File: src/rtl/bheap_pkg.sv
// Shared definitions for the binary-heap scan sequencer.
//   - state_e      : sequencer states (IDLE, LOAD, GO, WAIT, UNLOAD)
//   - *_DEF        : default key width, chain depth and pass-count width
//   - cnt_width()  : bits needed to hold the values 0..depth
package bheap_pkg;

    localparam int WIDTH_DEF  = 8;
    localparam int DEPTH_DEF  = 15;
    localparam int CWIDTH_DEF = 8;

    typedef enum logic [2:0] {
        IDLE   = 3'd0,
        LOAD   = 3'd1,
        GO     = 3'd2,
        WAIT   = 3'd3,
        UNLOAD = 3'd4
    } state_e;

    function automatic int cnt_width(input int depth);
        return (depth < 1) ? 1 : $clog2(depth + 1);
    endfunction

endpackage

File: src/rtl/bheap_down_counter.sv
// Loadable down counter used for both the word and the pass count.
//   clk_i, rst_ni  : clock, asynchronous active-low reset
//   clr_i          : synchronous clear (highest priority)
//   load_i         : load load_val_i (beats decrement)
//   dec_i          : decrement by one; saturates at zero, never wraps
//   count_o        : current count
//   zero_o         : count is zero
module bheap_down_counter #(
    parameter int N = 4
) (
    input  logic         clk_i,
    input  logic         rst_ni,
    input  logic         clr_i,
    input  logic         load_i,
    input  logic [N-1:0] load_val_i,
    input  logic         dec_i,
    output logic [N-1:0] count_o,
    output logic         zero_o
);

    logic [N-1:0] cnt_q;
    logic [N-1:0] cnt_d;

    always_comb begin
        cnt_d = cnt_q;
        if (clr_i) begin
            cnt_d = '0;
        end else if (load_i) begin
            cnt_d = load_val_i;
        end else if (dec_i && (cnt_q != '0)) begin
            cnt_d = cnt_q - 1'b1;
        end
    end

    always_ff @(posedge clk_i or negedge rst_ni) begin
        if (!rst_ni) begin
            cnt_q <= '0;
        end else begin
            cnt_q <= cnt_d;
        end
    end

    assign count_o = cnt_q;
    assign zero_o  = (cnt_q == '0);

endmodule

File: src/rtl/bheap_scan_seq.sv
// Load -> run -> unload sequencer for a scan-mode binary-heap array.
// Shifts DEPTH keys into the heap scan chain, issues the programmed number
// of Go/Done passes, then shifts DEPTH node values back out as a stream.
//   clk_i, rst_ni               : clock, asynchronous active-low reset
//   start_i, passes_i, abort_i  : command strobe, pass count, abort
//   in_valid_i/in_ready_o/in_data_i     : input key stream
//   scan_enable_o/scan_out_o/scan_in_i  : heap scan chain (head out, tail in)
//   go_o, done_i                : pass request pulse / pass complete pulse
//   out_valid_o/out_ready_i/out_data_o  : output key stream
//   busy_o, finish_o            : not idle / unload completed pulse
//   state_o                     : current sequencer state (debug)
// Handshake: a word moves on a cycle where valid && ready are both high;
// valid never depends on ready, and out_data_o is combinational from the
// chain tail, so the sink takes it in the handshake cycle itself.
module bheap_scan_seq
    import bheap_pkg::*;
#(
    parameter int WIDTH  = WIDTH_DEF,
    parameter int DEPTH  = DEPTH_DEF,
    parameter int CWIDTH = CWIDTH_DEF
) (
    input  logic              clk_i,
    input  logic              rst_ni,
    input  logic              start_i,
    input  logic [CWIDTH-1:0] passes_i,
    input  logic              abort_i,
    input  logic              in_valid_i,
    output logic              in_ready_o,
    input  logic [WIDTH-1:0]  in_data_i,
    output logic              scan_enable_o,
    output logic [WIDTH-1:0]  scan_out_o,
    input  logic [WIDTH-1:0]  scan_in_i,
    output logic              go_o,
    input  logic              done_i,
    output logic              out_valid_o,
    input  logic              out_ready_i,
    output logic [WIDTH-1:0]  out_data_o,
    output logic              busy_o,
    output logic              finish_o,
    output state_e            state_o
);

    localparam int WCW = cnt_width(DEPTH);

    state_e            state_q;
    logic              finish_q;

    logic [WCW-1:0]    word_cnt;
    logic              word_zero;
    logic              word_load;
    logic              word_dec;
    logic [CWIDTH-1:0] pass_cnt;
    logic              pass_zero;
    logic              pass_load;
    logic              pass_dec;

    logic              in_hs;
    logic              out_hs;
    logic              last_word;
    logic              last_pass;

    bheap_down_counter #(.N(WCW)) u_word_cnt (
        .clk_i      (clk_i),
        .rst_ni     (rst_ni),
        .clr_i      (abort_i),
        .load_i     (word_load),
        .load_val_i (WCW'(DEPTH)),
        .dec_i      (word_dec),
        .count_o    (word_cnt),
        .zero_o     (word_zero)
    );

    bheap_down_counter #(.N(CWIDTH)) u_pass_cnt (
        .clk_i      (clk_i),
        .rst_ni     (rst_ni),
        .clr_i      (abort_i),
        .load_i     (pass_load),
        .load_val_i (passes_i),
        .dec_i      (pass_dec),
        .count_o    (pass_cnt),
        .zero_o     (pass_zero)
    );

    always_comb begin
        in_hs     = (state_q == LOAD) && in_valid_i;
        out_hs    = (state_q == UNLOAD) && out_ready_i;
        // The count is checked before it moves, so "1" means this is the last word/pass.
        last_word = (word_cnt == WCW'(1));
        last_pass = (pass_cnt == CWIDTH'(1));

        word_load = 1'b0;
        word_dec  = 1'b0;
        pass_load = 1'b0;
        pass_dec  = 1'b0;
        case (state_q)
            IDLE: begin
                word_load = start_i;
                pass_load = start_i;
            end
            LOAD: begin
                // Reload on the last key so UNLOAD starts with a full word count.
                word_load = in_hs && last_word;
                word_dec  = in_hs && !last_word && !word_zero;
            end
            WAIT: begin
                pass_dec = done_i;
            end
            UNLOAD: begin
                word_dec = out_hs && !word_zero;
            end
            default: ;
        endcase
    end

    always_ff @(posedge clk_i or negedge rst_ni) begin
        if (!rst_ni) begin
            state_q  <= IDLE;
            finish_q <= 1'b0;
        end else begin
            finish_q <= 1'b0;
            if (abort_i) begin
                state_q <= IDLE;
            end else begin
                case (state_q)
                    IDLE: begin
                        if (start_i) state_q <= LOAD;
                    end
                    LOAD: begin
                        if (in_hs && last_word) state_q <= pass_zero ? UNLOAD : GO;
                    end
                    GO: begin
                        state_q <= WAIT;
                    end
                    WAIT: begin
                        if (done_i) state_q <= last_pass ? UNLOAD : GO;
                    end
                    UNLOAD: begin
                        if (out_hs && last_word) begin
                            state_q  <= IDLE;
                            finish_q <= 1'b1;
                        end
                    end
                    default: state_q <= IDLE;
                endcase
            end
        end
    end

    always_comb begin
        in_ready_o    = (state_q == LOAD);
        out_valid_o   = (state_q == UNLOAD);
        go_o          = (state_q == GO);
        busy_o        = (state_q != IDLE);
        finish_o      = finish_q;
        state_o       = state_q;
        scan_enable_o = in_hs || out_hs;
        // Zero fill on unload and outside LOAD/UNLOAD.
        scan_out_o    = in_hs ? in_data_i : '0;
        out_data_o    = out_valid_o ? scan_in_i : '0;
    end

endmodule

File: config.mk
export PLATFORM = sky130hd
export DESIGN_NAME = bheap_scan_seq
export DESIGN_NICKNAME = d
export VERILOG_FILES = /design/src/rtl/bheap_pkg.sv /design/src/rtl/bheap_down_counter.sv /design/src/rtl/bheap_scan_seq.sv
export SDC_FILE = /design/constraint.sdc
export NUM_CORES = 1
export LEC_CHECK = 0
export ABC_AREA = 0
export CAP_MARGIN = 20
export CORE_MARGIN = 2
export CORE_UTILIZATION = 43
export CTS_CLUSTER_SIZE = 8
export DETAILED_ROUTE_END_ITERATION = 10
export GPL_TIMING_DRIVEN = 0
export PLACE_DENSITY = 0.86
export SLEW_MARGIN = 20
export SYNTH_ARGS = -nofsm -noshare
export SYNTH_HDL_FRONTEND = slang
export SYNTH_HIERARCHICAL = 1
export SYNTH_SLANG_ARGS = --single-unit
File: constraint.sdc
create_clock -name clk_i -period 3.6 [get_ports clk_i]
set_input_delay 0.36 -clock clk_i [delete_from_list [all_inputs] [get_ports clk_i]]
set_output_delay 0.36 -clock clk_i [all_outputs]
set_load 0.05 [all_outputs]
Fig. 1: where the registers sit
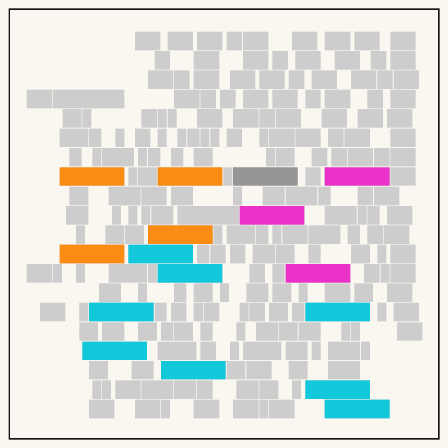
color	signal	sequential cells
orange	`u_word_cnt/count_o`	4
cyan	`u_pass_cnt/count_o`	8
magenta	`state_o`	3
not colored	1

Fig. 2: ports around the boundary
Pins as bars across the die edge, other pins in gray.
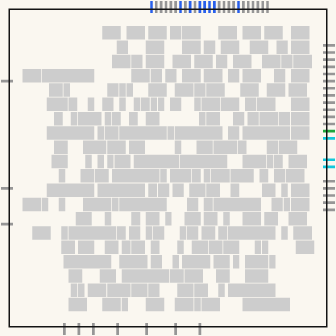
color	port	pins	direction	edge
cyan	`state_o`	3	output	right
green	`in_ready_o`	1	output	right
blue	`out_data_o`	8	output	top
all pins by edge	25 top, 21 right, 7 bottom, 3 left

Fig. 3: gate-type map
Scale bar: 20 um.
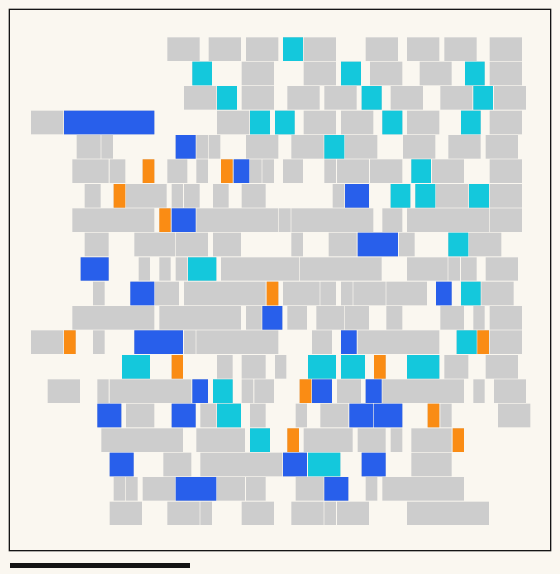
color	family	cells	most used
orange	inverters	13	inv_1
blue	inverting AOI/OAI gates	24	a211oi_1
cyan	AND and OR gates	28	and2_1

Fig. 4: wiring by layer
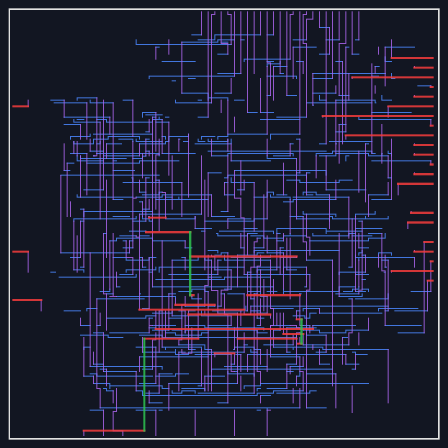
color	layer	wire length
purple	met2	1510 um
blue	met1	1550 um
red	met3	210 um
green	met4	25.2 um

Fig. 5: the clock network
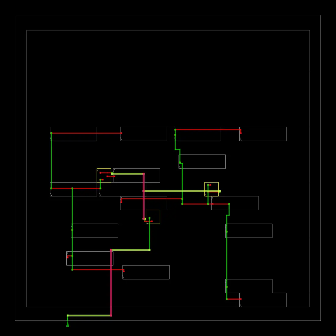
Worst Skew: 0.009142 ns
Flops: 16

==> deck_impl_summary.md <==
Physical Implementation Snapshot

Floorplanning
  – Tapcell Cnt: about 44
  – # IOs: about 56
  – Core ar.: 0.003028 mm^2
  – Core Util at FP: between 40% and 50%
  – Die ar.: about 0.0036 mm^2
  – Die height: about 60 um
  – Die W: 60.11 um
  – Row count: 20

Synth
  – Async set or reset register ratio after synthesis: 100.0%
  – Synth mux share: about 2.3%
  – XOR/XNOR Area Share: under 10%
  – Post-synthesis simple-gate area fraction: between 30% and 40%
  – Chip area line of the yosys report: around 0.0014 mm^2
  – Area fraction in compound gates: 17.65%
  – Adder share: approximately 3.7%
  – Yosys reg bits: 16
  – Synth warn: 6
  – Yosys cell types: ~49
  – Mapped Area: 0.001354 mm^2
  – Synthesized area per cell: 8.623 um^2
  – Most area-hungry cell type in the Yosys netlist: dfrtp_1
  – # Cells Yosys: between 150 and 200
  – EDFF count, synth: 0
  – Biggest area cells: dfrtp_1, and2_1, a211oi_1
  – Syn Inst Count: ~160
  – Dominant comb cell: simple AND/OR/NAND/NOR gates
  – Commonest flop: dfrtp_1
  – Area share, top type: between 20% and 30%
  – Seq share, synth: 29.57%

Worst setup path
  – Buf+Inv Stages, Crit Path: 3
  – Crit path kind: flop to primary output
  – Worst R2R Setup Slack: ~0.89 ns
  – Crit path DAT: 2.50 ns
  – Crit path depth: 6
  – Critical path required time: ~3.2 ns
  – CP Max Fanout: 10
  – Critical Path Source Type: flop
  – Crit path max-delay family: buffers and inverters
  – Setup crit end kind: primary output
  – CP cell instances: clkbuf_1, nor3b_2, buf_2, and2_1, nand2b_1, clkdlybuf4s50_1
  – Slowest CP cell: clkdlybuf4s50_1
  – Setup crit start: state_o[1]
  – R2R depth: 9
  – RR Startpoint: state_o[1]
  – R2r endpoint: u_word_cnt/count_o[3]
  – Critical Path End: scan_enable_o
  – Crit path largest cell delay: roughly 0.80 ns

Pwr
  – PwrDens: between 500 and 600 mW/mm^2
  – VDD IR max: 0.3103 mV
  – Total power: 1181 uW
  – Leak: 0.0008182 uW

Drt
  – Vias per cell: ~5.3
  – Antenna viol nets, final: 0
  – DR iter-0 viols: 55
  – Wirelength per Cell: approximately 13 um
  – Wirelength, routed: ~3.3 mm
  – DRT Pass-1 Iters: 4
  – Via count: about 1400
  – Drc violations: 0

Clock tree
  – Clock sinks: 16
  – Setup Buffers After CTS: 0
  – Hold Buf Count CTS: 0
  – Root Buffer: clkbuf_4
  – H-Tree Level Count: 1
  – Cts repair resizes: 0
  – Bufs on Longest Clock Path: 2
  – CTS tree: yes
  – Clock Pin Slew Worst Setup and Hold Paths: ~0.09 ns
  – Insertion Delay late pin: 0.29 ns
  – Cts bufs inserted: 3

Cells and area
  – Cell area after layout: between 0.0015 and 0.002 mm^2
  – Nonclk buf count: 63
  – Layout fillers: about 280
  – Area grow syn2layout: 47.23%
  – Comb gate area: between 800 and 900 um^2
  – ClkCell Share: about 1.1%
  – Non-clock inverters: 13
  – Layout cells sized above 1: around 9.2%
  – # diodes: 0
  – Reg area: about 400 um^2
  – Comb/total area: between 40% and 50%
  – Number of logic gates: 123
  – Seq/total area: between 20% and 30%
  – CLK BUF: 3
  – Final #Nets: approximately 260
  – Signal buf overhead: 29.38%
  – Top cell class by occupied area: multi-input combinational cells

Timing
  – Fmax: 349.4 MHz
  – Setup Viol. Count Final: 0
  – Setup ws final: approximately 0.74 ns
  – Hold Fails Final Rpt: 0
  – Worst Tran Pin Value: around 0.75 ns
  – Setup total negative slack: 0 ns
  – Post-layout min period: around 2.9 ns
  – RSZ-0062 raised after global routing: no
  – Slew Limit Fails: 0
  – Final hold slack: ~0.50 ns
  – Relative slew slack: roughly 50%
  – Period Utilization, post-route: 79.51%

Global route
  – First-pass GRT wire length: about 5.4 mm
  – Vias in the first global route: around 1200
  – Largest net degree at the start of global routing: 17
  – Initial antenna violation count: 0
  – Grt ovf: 0
  – Total GRT Usage: 19.28%

Placed design
  – Dpl ws: between 0.9 and 1 ns
  – Placed Instance Area: 0.001971 mm^2
  – IO buf count: 55
  – DP HPWL: about 2.5 mm
  – Routability cong.: a little over 0.9

Job
  – Tool warning count: 28
  – Number of max-cap violations: 0

Run status
  – Outcome: complete, no violations

Min path
  – Type of the worst min-delay path: input pin to asynchronous set/reset pin
[per-layer routing]
layer  share of wire [%]  track usage [%]
met5                   0                0
met2                  46            31.21
met1                  47            26.55
met4                0.76            3.810
met3                 6.3            3.896
[sequential cells by signal, indices dropped and copies added, names as in the netlist]
name and count:
finish_o 1, u_pass_cnt/count_o 8, u_word_cnt/count_o 4, state_o 3
[worst register-to-register path, stage by stage, from the launching register on]
cell,delay (ns)
dfrtp_1,0.42
clkbuf_1,0.22
nor3b_2,0.24
buf_2,0.22
and2_1,0.20
nand2_1,0.06
a21oi_1,0.52
nor4b_1,0.36
mux2i_1,0.12
a211oi_1,0.24
[stage by stage]
step	instances	util (%)
after floorplan	160	-
after global placement	259	65.08
after detailed placement	259	65.08
after CTS	262	65.83
after global routing	262	65.83
final	262	65.83
[cell usage in the layout (no fill, tap or decap), types with 3 or more instances in the layout]
cell type,instances
a211oi_1,7
a21oi_1,5
a31oi_1,3
and2_1,9
and3_1,8
buf_2,4
clkbuf_1,3
clkbuf_4,3
clkdlybuf4s50_1,55
conb_1,4
dfrtp_1,16
ha_1,4
inv_1,13
nand2_1,12
nand3_1,3
nor2_1,12
nor3_1,5
nor3b_1,3
nor4b_1,3
or3_1,3
xnor2_1,4
[synthesized netlist by cell type, drive strengths merged (4+ instances only)]
library cell / count
dfrtp: 16
inv: 13
nand2: 13
nor2: 12
a211oi: 9
and2: 9
and3: 8
nor4b: 6
a21oi: 5
buf: 5
nor3: 5
nor3b: 5
ha: 4
xnor2: 4
[report_power, final]
| group | switching [uW] | internal, uW | total [uW] | leakage (uW) |
|---|---|---|---|---|
| Sequential | 68.5 | 228 | 296 | 0.000213 |
| Combinational | 478 | 313 | 791 | 0.000591 |
| Clock | 55.2 | 38.9 | 94.1 | 0.0000138 |
| Total | 601 | 580 | 1180 | 0.000818 |
Power figures rest on the tool's default switching activity, not on a simulated workload.
